`config.mk`:
```
export PLATFORM = sky130hd
export DESIGN_NAME = core_launcher
export DESIGN_NICKNAME = d
export VERILOG_FILES = /design/src/rtl/launcher_pkg.sv /design/src/rtl/core_launcher.sv
export SDC_FILE = /design/constraint.sdc
export NUM_CORES = 1
export LEC_CHECK = 0
export CORE_MARGIN = 4
export CORE_UTILIZATION = 55
export DETAILED_ROUTE_END_ITERATION = 16
export DONT_BUFFER_PORTS = 1
export HOLD_SLACK_MARGIN = 0.15
export PLACE_DENSITY = 0.71
export SYNTH_ARGS = -nofsm -noshare
export SYNTH_HDL_FRONTEND = slang
export SYNTH_SLANG_ARGS = --single-unit
```
`constraint.sdc`:
```
create_clock -name clk -period 3.3 [get_ports clk]
set_input_delay 0.66 -clock clk [delete_from_list [all_inputs] [get_ports clk]]
set_output_delay 0.66 -clock clk [all_outputs]
set_load 0.02 [all_outputs]
```
`src/rtl/launcher_pkg.sv`:
```
// Shared types for the core launcher: FSM state and run status encodings.
package launcher_pkg;

  typedef enum logic [2:0] {
    S_IDLE,
    S_LOAD,
    S_LAUNCH,
    S_RUN,
    S_DUMP_RD,
    S_DUMP_OUT,
    S_FINISH
  } state_t;

  typedef enum logic [1:0] {
    ST_NONE    = 2'b00,
    ST_OK      = 2'b01,
    ST_TIMEOUT = 2'b10
  } status_t;

endpackage

```
`src/rtl/core_launcher.sv`:
```
// Host-side run initiator: preloads data memory, launches the core via req/done,
// then streams a window of data memory back to the host.
module core_launcher
  import launcher_pkg::*;
#(
  parameter int unsigned AW = 8,
  parameter int unsigned DW = 8,
  parameter int unsigned CW = 16
) (
  input  logic          clk,
  input  logic          reset,
  input  logic          start,
  input  logic [AW-1:0] dump_base,
  input  logic [AW:0]   dump_len,
  input  logic [CW-1:0] timeout_max,
  input  logic          ld_valid,
  input  logic          ld_last,
  input  logic [AW-1:0] ld_addr,
  input  logic [DW-1:0] ld_data,
  output logic          ld_ready,
  output logic          mem_wr_en,
  output logic          mem_rd_en,
  output logic [AW-1:0] mem_addr,
  output logic [DW-1:0] mem_wdata,
  input  logic [DW-1:0] mem_rdata,
  output logic          core_rst,
  output logic          core_req,
  input  logic          core_done,
  output logic          res_valid,
  output logic [DW-1:0] res_data,
  input  logic          res_ready,
  output logic          busy,
  output logic          run_done,
  output logic [1:0]    status,
  output logic [CW-1:0] cycles
);

  state_t        state, state_nxt;
  logic [AW-1:0] base_q;
  logic [AW:0]   len_q;
  logic [AW:0]   idx_q;
  logic [CW-1:0] tmax_q;
  logic [DW-1:0] data_q;
  logic          out_first;
  logic [CW-1:0] cyc_inc;
  logic          timeout_hit;
  logic          last_word;

  // Saturating run counter; timeout fires when the count of this cycle reaches the limit.
  always_comb begin
    cyc_inc     = (cycles == {CW{1'b1}}) ? cycles : cycles + 1'b1;
    timeout_hit = (tmax_q != '0) && (cyc_inc == tmax_q);
    last_word   = ((AW+1)'(idx_q + 1'b1) == len_q);
  end

  // Next-state logic.
  always_comb begin
    state_nxt = state;
    case (state)
      S_IDLE:     if (start) state_nxt = S_LOAD;
      S_LOAD:     if (ld_valid && ld_last) state_nxt = S_LAUNCH;
      S_LAUNCH:   state_nxt = S_RUN;
      S_RUN: begin
        if (core_done)        state_nxt = (len_q == '0) ? S_FINISH : S_DUMP_RD;
        else if (timeout_hit) state_nxt = S_FINISH;
      end
      S_DUMP_RD:  state_nxt = S_DUMP_OUT;
      S_DUMP_OUT: if (res_ready) state_nxt = last_word ? S_FINISH : S_DUMP_RD;
      S_FINISH:   state_nxt = S_IDLE;
      default:    state_nxt = S_IDLE;
    endcase
  end

  // State, registered strobes and run bookkeeping.
  always_ff @(posedge clk or negedge reset) begin
    if (!reset) begin
      state     <= S_IDLE;
      ld_ready  <= 1'b0;
      core_rst  <= 1'b1;
      core_req  <= 1'b0;
      mem_rd_en <= 1'b0;
      res_valid <= 1'b0;
      busy      <= 1'b0;
      run_done  <= 1'b0;
      status    <= ST_NONE;
      cycles    <= '0;
      base_q    <= '0;
      len_q     <= '0;
      tmax_q    <= '0;
      idx_q     <= '0;
      out_first <= 1'b0;
      data_q    <= '0;
    end else begin
      state     <= state_nxt;
      ld_ready  <= (state_nxt == S_LOAD);
      core_rst  <= !((state_nxt == S_LAUNCH) || (state_nxt == S_RUN));
      core_req  <= (state_nxt == S_RUN);
      mem_rd_en <= (state_nxt == S_DUMP_RD);
      res_valid <= (state_nxt == S_DUMP_OUT);
      busy      <= (state_nxt != S_IDLE);
      run_done  <= (state == S_FINISH);
      out_first <= (state_nxt == S_DUMP_OUT) && (state != S_DUMP_OUT);
      if (out_first) data_q <= mem_rdata;
      case (state)
        S_IDLE: if (start) begin
          base_q <= dump_base;
          len_q  <= dump_len;
          tmax_q <= timeout_max;
          idx_q  <= '0;
          cycles <= '0;
          status <= ST_NONE;
        end
        S_RUN: begin
          if (core_done) begin
            status <= ST_OK;
          end else begin
            cycles <= cyc_inc;
            if (timeout_hit) status <= ST_TIMEOUT;
          end
        end
        S_DUMP_OUT: if (res_ready) idx_q <= (AW+1)'(idx_q + 1'b1);
        default: ;
      endcase
    end
  end

  // Read data arrives in the first DUMP_OUT cycle and is held from then on.
  assign res_data  = out_first ? mem_rdata : data_q;
  assign mem_wr_en = ld_ready && ld_valid;
  assign mem_addr  = ld_ready ? ld_addr : AW'(base_q + idx_q[AW-1:0]);
  assign mem_wdata = ld_ready ? ld_data : '0;

endmodule

```
Run 1, congestion heat map:
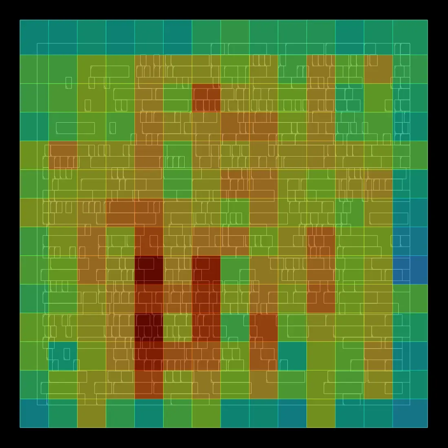
GR met2 Demand/Resource: 34.1%
Overall Global Routing Usage: 22.6%
Routed WL per cell: 17.3 um
met1 track utilization from global routing: 31.3%
end-of-flow core utilization: 61.7%

Run 1, signal wires on met1:
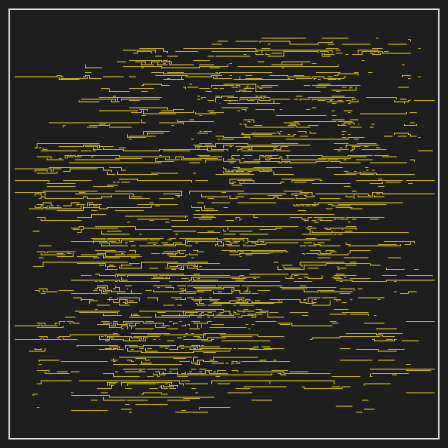
The layer holds 44% of the routed length. The longest straight run is 32.2 um. The wires run mostly horizontal.
number of vias in the routed layout: 3,608
sum of routed wire length over all layers: 10,500 um

==> notes.md, run 1 <==
Synthesis and place-and-route results.

- The run finished with clean final reports.
- After detailed routing, the number of vias per cell comes to 5.93.
- According to the timing report, the critical path is launched from idx_q[0]$_DFFE_PN0P_.
- Per the layout area report, the combinational fraction of cell area is 49.4%.
- The report puts the cell count of the worst reg-to-reg path at 8.
- Per the final layout report, the fraction of cells sized above drive strength 1 comes to 9.29%.
- OpenROAD reports that the post-layout worst path occupies 93.7% of the period.
- For this run, the slowest stage of the critical path takes around 0.44 ns.
- The commonest non-fill, non-tap cell in the layout is sky130_fd_sc_hd__nand2_1.
- In the final layout, excluding clock inverters the inverter count is 8.
- Signal routing reaches up to met4.
- The register area share after synthesis is 44.3%.
- Checking hold timing, the worst path is listed with class in -> async.
- Per the finish-stage timing summary, setup violations number 0.
- In this run the critical path is formed by ha_1 > inv_1 > fa_1 > inv_1 > a21oi_1 > o21bai_1 > a21o_1 > a21oi_1 > xor2_1 > o21ai_0 > buf_4.
- The post-CTS setup-driven buffer insertion count is 0.
- The first TritonRoute pass finished after 4 iterations.
- The relative area of non-clock buffer cells in the final design is 1.82%.
- The commonest register cell is sky130_fd_sc_hd__dfrtp_1.
- For this run the top cell type by instance count after synthesis was sky130_fd_sc_hd__nand2_1.
- CTS saw a little under 80 sinks.
- The congestion estimate from routability-driven global placement came to ~0.94.
- Per the breakdown, switching nets consume 42.6% of all power.
- The sort of element at the end of the critical path is an output pin.
- The CTS report gives the tree buffer count as 9.
- After synthesis, the most frequently instantiated cells are sky130_fd_sc_hd__nand2_1, sky130_fd_sc_hd__dfrtp_1, sky130_fd_sc_hd__xnor2_1, sky130_fd_sc_hd__o21ai_0, sky130_fd_sc_hd__nor2_1.
- The largest total area in the synthesized netlist belongs to sky130_fd_sc_hd__dfrtp_1.
- The xor and xnor area share after synthesis is a little under a tenth.
- The number of hold violations in the final report is 0.
- The power of the sequential group is ~1.7 mW.
- Of the total synthesized cell area, the portion taken by AND-OR and OR-AND cells is 11.6%.
- In this run the number of H-tree levels came out at 3.
- Among cell families on the critical path, the largest total delay comes from AND-OR/OR-AND gates.
- On the worst setup and hold paths after CTS, the clock-pin slew comes to ~0.080 ns.
- The amount of wire on met2 after detailed routing is ~4600 um.
- The finished design was reported to have a net count of roughly 580.
- After technology mapping, the gate count stands at approximately 500.
- The number of cells in Yosys stat is roughly 500.
- The count of unique library cells instantiated by Yosys is around 53.
- The total area of multi-input combinational cells is 0.00238 mm2.
- Measured on the final layout, the clock distribution area share stands at around 4.4%.
- The floorplan step defined a core boundary enclosing ~0.008 mm2.
- The aggregate negative setup slack is 0 ns.
- The horizontal die dimension reported for this design is slightly below 100 um.
- The TritonCTS clock tree is built.
- The final antenna diode count is 0.
- At the placement stage, the worst setup path has a slack of 0.501 ns.
- The end point of the critical path is mem_addr[6].
- The net switching power in the latest report is 1.75 mW.
- The maximum resistive drop on vdd is 0.474 mV.
- The OpenROAD warning count is 26.
- The final-layout clock buffer total is 10.
- For flop-to-flop paths, the worst setup slack is between 0.4 and 0.5 ns.
- The clock root buffer master is sky130_fd_sc_hd__clkbuf_8.
- The clock insertion delay at the later pin of the skew report is 0.36 ns.
- The layer flagged by global routing as most heavily used is met2.
- The number of nets at floorplan is approximately 580.
- For this run, the chip area from Yosys synthesis comes to approximately 0.0045 mm2.
- The most area-hungry cell class in the final design is multi-input combinational cells.
- According to the tapcell log, the count of inserted taps is between 100 and 150.
- The clock tree buffer depth is 2.
- The chip occupies roughly 0.0096 mm2.
- The global-route wire length before repair is between 15,000 and 20,000 um.
- The critical path contains buffers and inverters numbering 3 combined.
- The share of the final layout cell area in sequential cells is about two fifths.
- The async set-or-reset flop fraction in the synthesized netlist is 100%.
- The initial antenna violation count is 0.
- The internal power contribution is 2.36 mW.
- The report puts the hold buffer count at CTS at 1.
- The arrival time of data at the worst endpoint is listed as about 2.4 ns.
- The power per cell area is 854 mW/mm2.
- The count of nets left with antenna violations once routing finished came out at 0.
- Yosys printed 0 warnings.
- The report counts max-capacitance violations totalling 0.
- The largest family of logic cells by area is simple AND/OR/NAND/NOR gates.
- Relative to the synthesized area, the layout overhead comes to 7.82%.
- The via count of the first global-routing pass is around 3,400.
- The proportion of netlist area held by the largest area contributor is between 40% and 50%.
- The area of all placed cells without fillers is approximately 0.0048 mm2.
- The post-placement cell area is roughly 0.0046 mm2.
- The area used by sequential logic in the layout is about 0.0020 mm2.
- The worst pin sits at a relative slew slack of around 54%.
- The largest net degree at the start of global routing is 80.
- The multiplexer area fraction after synthesis is under 10%.
- The number of ordinary and repair buffers in the finished layout is 9.
- The hold slack is between 0.15 and 0.2 ns.
- The die height is 98.1 um.
- The total instance count after detailed placement is slightly below 600.
- Registers are responsible for roughly two fifths of the overall power.
- Gates resized during post-CTS repair numbered 0.
- The final timing report lists clock skew as approximately 0.0069 ns.
- The worst setup path category is reg -> out.
- STA lists the startpoint of the worst register-to-register path as cycles[1]$_DFFE_PN0P_.
- Setup repair after global routing left no endpoint under its margin.
- The registers reported with the highest flop counts are cycles x16, tmax_q x16.
- In this run, the combinational gates consume between 30% and 40% of the power.
- The post-layout total power is between 4 and 5 mW.
- Looking at the group totals, the largest power group turns out to be sequential cells.
- The final report lists a non-filler cell total of around 610.
- For this block, the initial DRC count from the detailed router was 325.
- At the floorplan stage, the core utilization is reported as 57.2%.
- For the combinational group, total power comes out at between 1.5 and 2 mW.
- Leaving out fill and tap cells, the most frequent cells in the layout are sky130_fd_sc_hd__nand2_1, sky130_fd_sc_hd__dfrtp_1, sky130_fd_sc_hd__xnor2_1, sky130_fd_sc_hd__o21ai_0, sky130_fd_sc_hd__nor2_1.
- According to the timing report, the data required time at the worst endpoint equals 2.64 ns.
- In this run the static leakage power is between 2 and 2.5 nW.
- Note, the detailed placer reported a final HPWL of 7720 um.
- STA classifies the critical path startpoint as a register.
- The total number of sequential cells is about 80.
- In this build the clock could be raised as far as approximately 320 MHz.
Run 1, port wiring:
The bar under the picture is 20 um long.
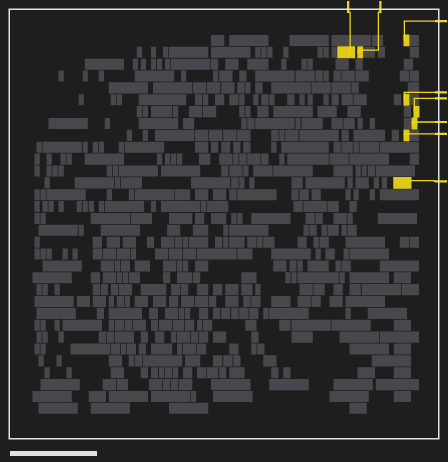
Yellow stands for ld_addr, bits 8, direction input, edge 6 right, 2 top, end cells 8, buffers 0, wire 74.2 um.
quantity of I/O buffers inserted on ports: 0
# IOs: 114

Run 1, routed clock nets over the placement:
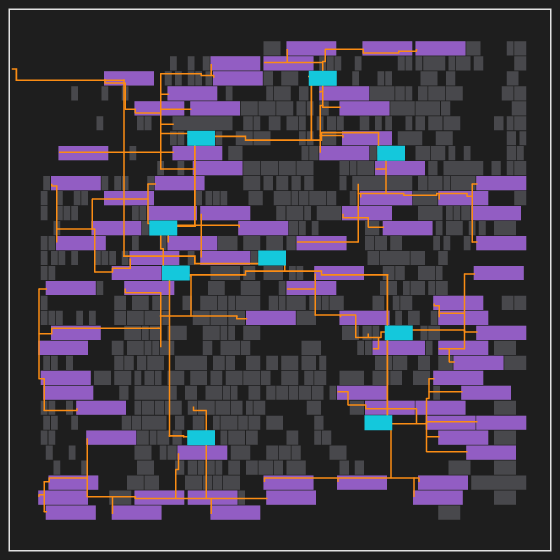

==> run 1 -> run 2 <==
--- a/config.mk
+++ b/config.mk
@@ -5,12 +5,13 @@
 export SDC_FILE = /design/constraint.sdc
 export NUM_CORES = 1
 export LEC_CHECK = 0
-export CORE_MARGIN = 4
+export CORE_MARGIN = 3
 export CORE_UTILIZATION = 55
 export DETAILED_ROUTE_END_ITERATION = 16
 export DONT_BUFFER_PORTS = 1
 export HOLD_SLACK_MARGIN = 0.15
-export PLACE_DENSITY = 0.71
+export PLACE_DENSITY = 0.7
+export SLEW_MARGIN = 25
 export SYNTH_ARGS = -nofsm -noshare
 export SYNTH_HDL_FRONTEND = slang
 export SYNTH_SLANG_ARGS = --single-unit
Run 2, routed clock nets over the placement:
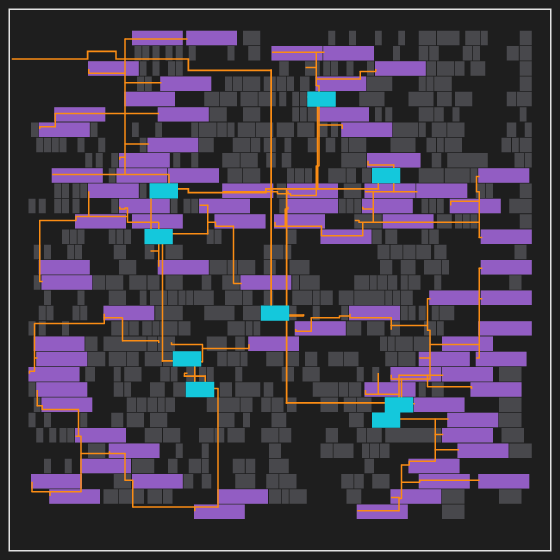
Cyan stands for clock drivers, count 9. Orange stands for clock wires, length 969 um. Purple stands for flip-flops, count 79.
Position of the flops: widely spread.

Run 2, register map, names as in the netlist:
Other sequential cells in the stronger gray, the rest of the logic in the fainter gray.
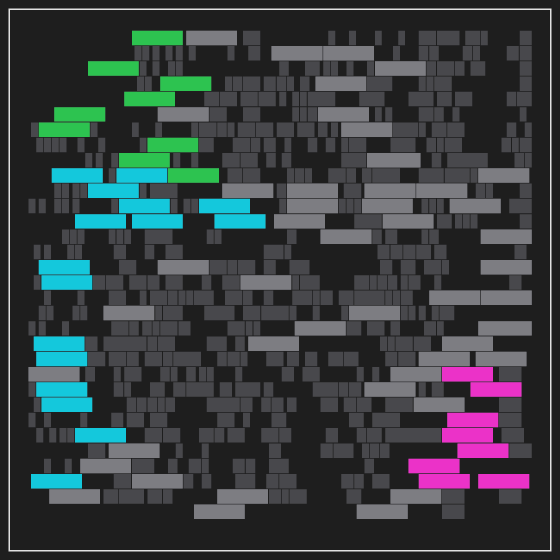
Magenta stands for data_q, placed flops 8, where bottom right. Cyan stands for tmax_q, placed flops 16. Green stands for len_q, placed flops 9, where top left.
Another 46 sequential cells are not colored.
Sequential cell area: 0.00198 mm2
sequential share of cell area: 41.1%
end-of-flow core utilization: 61.6%
Seq group: 1.68 mW

==> run 2 against run 1 <==
Cell area is essentially flat. Worst setup slack improved by 0.0037 ns. Non-clock buffer count rose by 5. Global-route usage up 1.8 points. Cell count grew 0.82%. Sequential cell count unchanged. Synthesized cell count is the same. Register-to-register slack improved by 0.12 ns. Clock skew increased by 0.0032 ns. Utilization barely moved. Combinational power rose by 4%. Highest routed layer unchanged. Sequential power is 2% lower.
==> notes.md, run 2 <==
Synthesis and place-and-route results.

- The clock tree buffer depth was 2 (unchanged).
- The multi-input gate share of total cell area came to 49.4% (about the same).
- The proportion of power drawn by flip-flops and latches was 42.1% (+0.2 points).
- The maximum resistive drop on vdd is 0.374 mV (-21%).
- According to the hold report, the worst path is of the in -> async type.
- The die height is 96.1 um (-2.0%).
- The number of hold buffers added after cts is 1 (unchanged).
- The sort of element at the start of the critical path is a register.
- The total wire length is 10,500 um (-0.55%).
- The part of the total power dissipated in combinational logic was 41.9% (+2.7 points).
- The headroom to the max-slew limit is 55.4% (+1.5 points).
- The start point of the critical path is idx_q[1]$_DFFE_PN0P_.
- The async set-or-reset flop fraction in the synthesized netlist is 100% (unchanged).
- The number of top-level pins is 114 (unchanged).
- The initial antenna violation count is 0 (unchanged).
- The final-layout clock buffer total came to 11 (+1).
- In this run the top signal layer used is met4.
- The biggest slice of the area belongs to multi-input combinational cells.
- The power per cell area is 831 mW/mm2 (-2.7%).
- The via count of the first global-routing pass was 3,391 (-1.6%).
- The most instantiated library cell after synthesis is sky130_fd_sc_hd__nand2_1.
- The relative area of non-clock buffer cells in the final design is 2.60% (+0.78 points).
- The tally of yosys warning messages is 0 (unchanged).
- The run finished with clean final reports.
- The net switching fraction of the power came to 43.7% (+1.1 points).
- The internal power contribution is 2.25 mW (-4.7%).
- Leaving out fill and tap cells, the most frequent cell in the layout is sky130_fd_sc_hd__nand2_1.
- The placement-stage worst setup slack is 0.523 ns (+0.0228 ns).
- The biggest area contributor in the post-synthesis netlist is sky130_fd_sc_hd__dfrtp_1.
- The clock buffer count from CTS came to 9 (unchanged).
- The number of logic inverters in the finished layout is 8 (unchanged).
- The fmax is 324 MHz (+0.12%).
- The first-pass iteration count of the detailed router came to 4 (unchanged).
- The synthesis-to-layout area growth is 7.76% (about the same).
- The die area is 0.00923 mm2 (-4.0%).
- The final cycle utilization of the critical path is 93.6% (-0.11 points).
- In the layout the commonest cells are sky130_fd_sc_hd__nand2_1, sky130_fd_sc_hd__dfrtp_1, sky130_fd_sc_hd__xnor2_1, sky130_fd_sc_hd__o21ai_0, sky130_fd_sc_hd__nor2_1.
- The floorplan-stage core utilization is 57.2% (unchanged).
- The number of port buffers is 0 (unchanged).
- The violation count after the first detailed-route iteration was 223 (-31%).
- The number of nets at floorplan was 575 (unchanged).
- The worst path buffer plus inverter count was 0 (-3).
- The OpenROAD warning count is 26 (unchanged).
- The hold slack is 0.184 ns (+0.00778 ns).
- The number of cells in Yosys stat came to 501 (unchanged).
- The standard cell core area is 0.00781 mm2 (unchanged).
- The number of H-tree branching levels is 3 (unchanged).
- TritonCTS built the clock tree.
- The xor and xnor area share after synthesis was 9.22% (unchanged).
- The commonest cells after synthesis are sky130_fd_sc_hd__nand2_1, sky130_fd_sc_hd__dfrtp_1, sky130_fd_sc_hd__xnor2_1, sky130_fd_sc_hd__o21ai_0, sky130_fd_sc_hd__nor2_1.
- The number of vias per cell after detailed routing is 5.88 (-0.90%).
- In this run the critical path is formed by ha_1 > a21o_1 > a21oi_1 > o21bai_1 > a21oi_1 > o21ai_0 > xnor2_1 > mux2_2.
- The net total in the final layout is 580 (+0.87%).
- The placement-stage cell area is 0.00461 mm2 (+0.82%).
- The post-cts resize count was 0 (unchanged).
- The post-CTS setup-driven buffer insertion count is 0 (unchanged).
- The worst-case reg-to-reg path depth is 7 (-1).
- The register-to-register setup slack was 0.56 ns (+0.12 ns).
- The most heavily used metal layer in global routing is met1.
- The largest stage delay on the critical path is 0.45 ns (about the same).
- Per the timing report, the most critical flop-to-flop path originates at cycles[2]$_DFFE_PN0P_.
- The number of well-tap cells placed is 102 (unchanged).
- The largest registers in the layout are cycles x16, tmax_q x16.
- The multiplexer area fraction after synthesis is 4.34% (unchanged).
- The switching power is 1.75 mW (-0.23%).
- The clock insertion delay at the later pin of the skew report came to 0.35 ns (about the same).
- The global-route wire length before repair is 17,100 um (-3.3%).
- The total area of multi-input combinational cells is 0.00238 mm2 (unchanged).
- The critical path's top delay family is AND-OR/OR-AND gates.
- The tree is rooted in a sky130_fd_sc_hd__clkbuf_8.
- The layout cell share with drive strength beyond 1 is 10.2% (+0.89 points).
- Setup repair after global routing left no endpoint under its margin.
Run 2, congestion heat map:
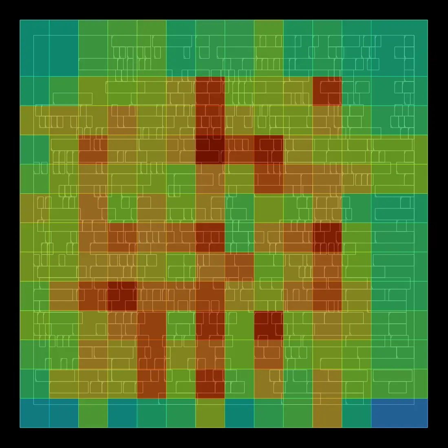
met1 track utilization from global routing: 35.4%
GR met2 Demand/Resource: 35.2%
Routed WL per cell: 17.1 um
Overall Global Routing Usage: 24.4%

Run 2, port wiring:
The bar under the picture is 20 um long.
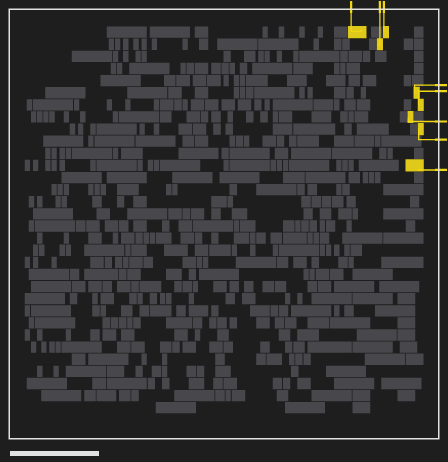

==> run 2 -> run 3 <==
--- a/config.mk
+++ b/config.mk
@@ -5,12 +5,14 @@
 export SDC_FILE = /design/constraint.sdc
 export NUM_CORES = 1
 export LEC_CHECK = 0
+export CELL_PAD_IN_SITES_DETAIL_PLACEMENT = 1
+export CELL_PAD_IN_SITES_GLOBAL_PLACEMENT = 2
 export CORE_MARGIN = 3
-export CORE_UTILIZATION = 55
+export CORE_UTILIZATION = 38
 export DETAILED_ROUTE_END_ITERATION = 16
 export DONT_BUFFER_PORTS = 1
 export HOLD_SLACK_MARGIN = 0.15
-export PLACE_DENSITY = 0.7
+export PLACE_DENSITY_LB_ADDON = 0.1
 export SLEW_MARGIN = 25
 export SYNTH_ARGS = -nofsm -noshare
 export SYNTH_HDL_FRONTEND = slang
Run 3, port wiring:
The bar under the picture is 20 um long.
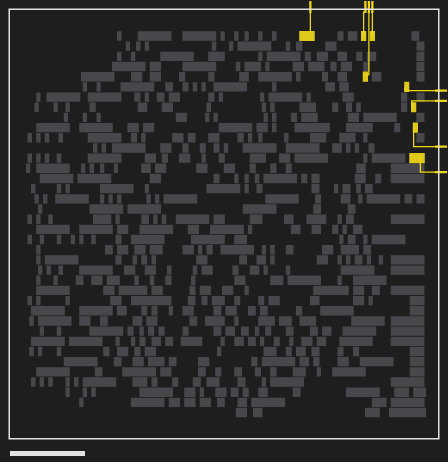
Yellow stands for ld_addr, bits 8, direction input, edge 4 right, 4 top, end cells 8, buffers 0, wire 74.9 um.

Run 3, register map, names as in the netlist:
Other sequential cells in the stronger gray, the rest of the logic in the fainter gray.
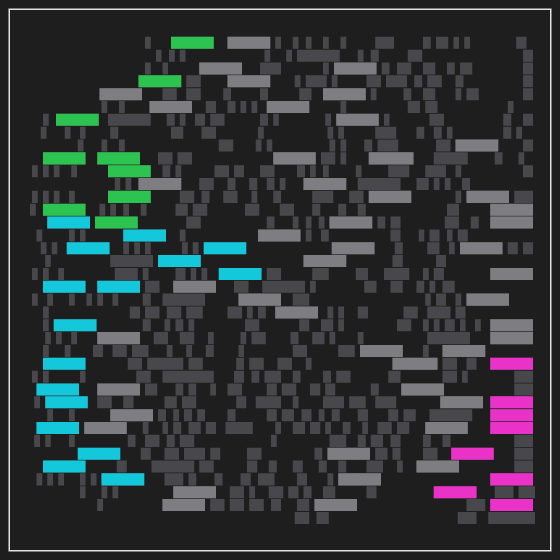
Magenta stands for data_q, placed flops 8, where bottom right. Cyan stands for tmax_q, placed flops 16. Green stands for len_q, placed flops 9.
Another 46 sequential cells are not colored.
end-of-flow core utilization: 45.1%
Seq group: 1.72 mW
sequential share of cell area: 39.3%

Run 3, signal wires on met1:
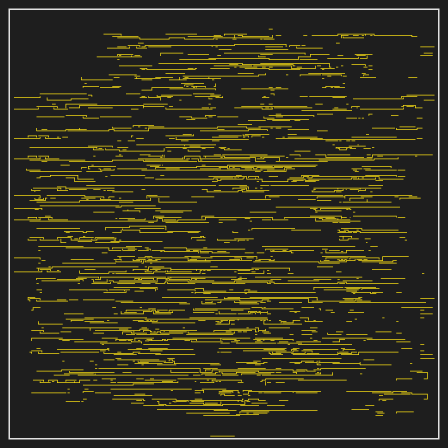
The wires run mostly horizontal. 517 nets have wire on it. The layer holds 51% of the routed length. The layer carries 6,300 um of wire.

==> run 3 against run 2 <==
First-iteration DRC count decreased by 39%. Highest routed layer unchanged. Count of clock-buffer cells in the layout stayed put. Utilization is 17 points lower. Synthesized cell count unchanged.
==> notes.md, run 3 <==
Synthesis and place-and-route results.

- The standard cell core area is 0.0112 mm2 (+43%).
- The number of port buffers is 0 (unchanged).
- The area used by sequential logic in the layout is 0.00198 mm2 (unchanged).
- The number of H-tree branching levels was 3 (unchanged).
- The async set-or-reset flop fraction in the synthesized netlist is 100% (unchanged).
- The placement-stage worst setup slack is 0.456 ns (-0.0675 ns).
- After detailed routing, the number of remaining DRC violations is 0.
- The multi-input gate share of total cell area came to 47.2% (-2.2 points).
- The routed length per instance came to 19.0 um (+11%).
- The area share of and/or/nand/nor cells after synthesis is about a quarter.
- The tally of yosys warning messages was 0 (unchanged).
- The hold slack is 0.203 ns (+0.0192 ns).
- The critical path starts at idx_q[1]$_DFFE_PN0P_.
- Once synthesis finished, the tally of register bits stood at ~79.
- The clock buffer count from CTS is 9 (unchanged).
- The power per cell area came to 880 mW/mm2 (+5.9%).
- The largest registers in the layout are cycles x16, tmax_q x16.
- Per report_power, the clock group accounts for around a quarter of the total.
- The number of top-level pins is 114 (unchanged).
- The total wire length is 12,500 um (+19%).
- The die height was 114 um (+19%).
- The met1 track utilization from global routing came to 30.1% (-5.3 points).
- The register-to-register setup slack is 0.38 ns (-0.18 ns).
- The total leakage power is 2.31 nW.
- The worst setup path is captured at an output pin.
- The detailed router put a total of between 6000 and 7000 um of wire on met1.
- The via count of the first global-routing pass is 3,721 (+9.7%).
- The clock root buffer master is sky130_fd_sc_hd__clkbuf_16.
- The multiplexer area fraction after synthesis is 4.34% (unchanged).
- The commonest non-fill, non-tap cell in the layout is sky130_fd_sc_hd__nand2_1.
- The maximum resistive drop on vdd is 0.510 mV (+36%).
- The area of all placed cells without fillers is 0.00503 mm2.
- The synthesized area divided by synthesized cell count is 8.91 um2.
- The post-CTS setup-driven buffer insertion count came to 0 (unchanged).
- The initial antenna violation count is 0 (unchanged).
- The die area was 0.0131 mm2 (+42%).
- The met2 usage was 28.2% (-7.0 points).
- The area of the mapped netlist is around 0.0045 mm2.
- The largest stage delay on the critical path is 0.45 ns (about the same).
- The highest metal layer carrying signal wires in the routed design is met4.
- In the synthesized netlist the dominant register cell turns out to be sky130_fd_sc_hd__dfrtp_1.
- The final cycle utilization of the critical path is 92.7% (-0.90 points).
- The global-route wire length before repair came to 20,200 um (+18%).
- The floorplan-stage core utilization is 40.0% (-17 points).
- The switching power is 1.85 mW (+5.9%).
- The net switching fraction of the power is 41.8% (-1.9 points).
- The proportion of power drawn by flip-flops and latches is 38.9% (-3.2 points).
- The clock insertion delay at the later pin of the skew report is 0.35 ns (about the same).
- The worst min-delay path class is in -> async.
- The number of hold buffers added after cts is 2 (+1).
- The number of hold violations in the final report is 0.
- The final-layout clock buffer total is 11 (unchanged).
- The violation count after the first detailed-route iteration is 135 (-39%).
- The most instantiated library cell after synthesis is sky130_fd_sc_hd__nand2_1.
- The relative area of non-clock buffer cells in the final design came to 3.28% (+0.68 points).
- The worst path buffer plus inverter count was 0 (unchanged).
- The placement-stage cell area is 0.00468 mm2 (+1.5%).
- The part of the total power dissipated in combinational logic is 37.6% (-4.3 points).
- The headroom to the max-slew limit is 53.3% (-2.1 points).
- The biggest slice of the total power is consumed by sequential cells.
- The number of logic inverters in the finished layout came to 8 (unchanged).
- Summed over the clock group, the power is between 1 and 1.5 mW.
- The final clock skew is 0.00780 ns.
- The register area share after synthesis is ~44%.
- According to the floorplan report, the die width is 114 um.
- The layout cell share with drive strength beyond 1 is 11.0% (+0.87 points).
- The overall routing resource usage is 19.9% (-4.4 points).
- The number of nets at floorplan came to 575 (unchanged).
- The fmax was 327 MHz (+0.97%).
- The internal power contribution is 2.58 mW (+15%).
- In this run the core area contains 38 standard-cell rows.
- The OpenROAD warning count is 26 (unchanged).
- The xor and xnor area share after synthesis was 9.22% (unchanged).
- Ranking logic cells in the layout by count gives the top entries sky130_fd_sc_hd__nand2_1, sky130_fd_sc_hd__dfrtp_1, sky130_fd_sc_hd__xnor2_1, sky130_fd_sc_hd__o21ai_0, sky130_fd_sc_hd__nor2_1.
- TritonCTS built the clock tree.
- The number of well-tap cells placed is 140 (+37%).
- The cell type that accounts for the most area after synthesis is sky130_fd_sc_hd__dfrtp_1.
- Sorting the synthesized cells by how often they occur yields sky130_fd_sc_hd__nand2_1, sky130_fd_sc_hd__dfrtp_1, sky130_fd_sc_hd__xnor2_1, sky130_fd_sc_hd__o21ai_0, sky130_fd_sc_hd__nor2_1.
- The most heavily used metal layer in global routing is met1.
- The worst-case reg-to-reg path depth is 8 (+1).
- The number of ordinary and repair buffers in the finished layout is 19.
- The first-pass iteration count of the detailed router was 4 (unchanged).
- The number of cells in Yosys stat came to 501 (unchanged).
- The sort of element at the start of the critical path is a register.
- The net total in the final layout came to 585 (+0.86%).
- The total area of multi-input combinational cells is 0.00238 mm2 (unchanged).
- The most area-hungry cell class in the final design is multi-input combinational cells.
- The synthesized design devotes to its leading area cell type 43.7% of total area.
- The final-report max-slew violation count is 0.
- The flow measured a signed area growth from synthesis to layout of 12.8%.
- The flow ran to the end, and the final reports show no timing, DRC or antenna violations.
- The critical path maximum fanout is 6.
- The tool flagged a number of max-cap violations equal to 0.
- The count of library flops with an enable pin is 0.
- The clock tree buffer depth came to 2 (unchanged).
- The post-cts resize count is 0 (unchanged).
- The worst register-to-register path begins at cycles[1]$_DFFE_PN0P_.
- Setup repair after global routing left no endpoint under its margin.
- For reference, the critical path cell chain is ha_1 > a21o_1 > a21oi_1 > o21bai_1 > a21oi_1 > o21ai_0 > xnor2_1 > mux2_2.
- Among cell families on the critical path, the largest total delay comes from AND-OR/OR-AND gates.
- The number of vias per cell after detailed routing is 5.51 (-6.3%).
No activity file was given, so power comes from the tool's default toggle rates.
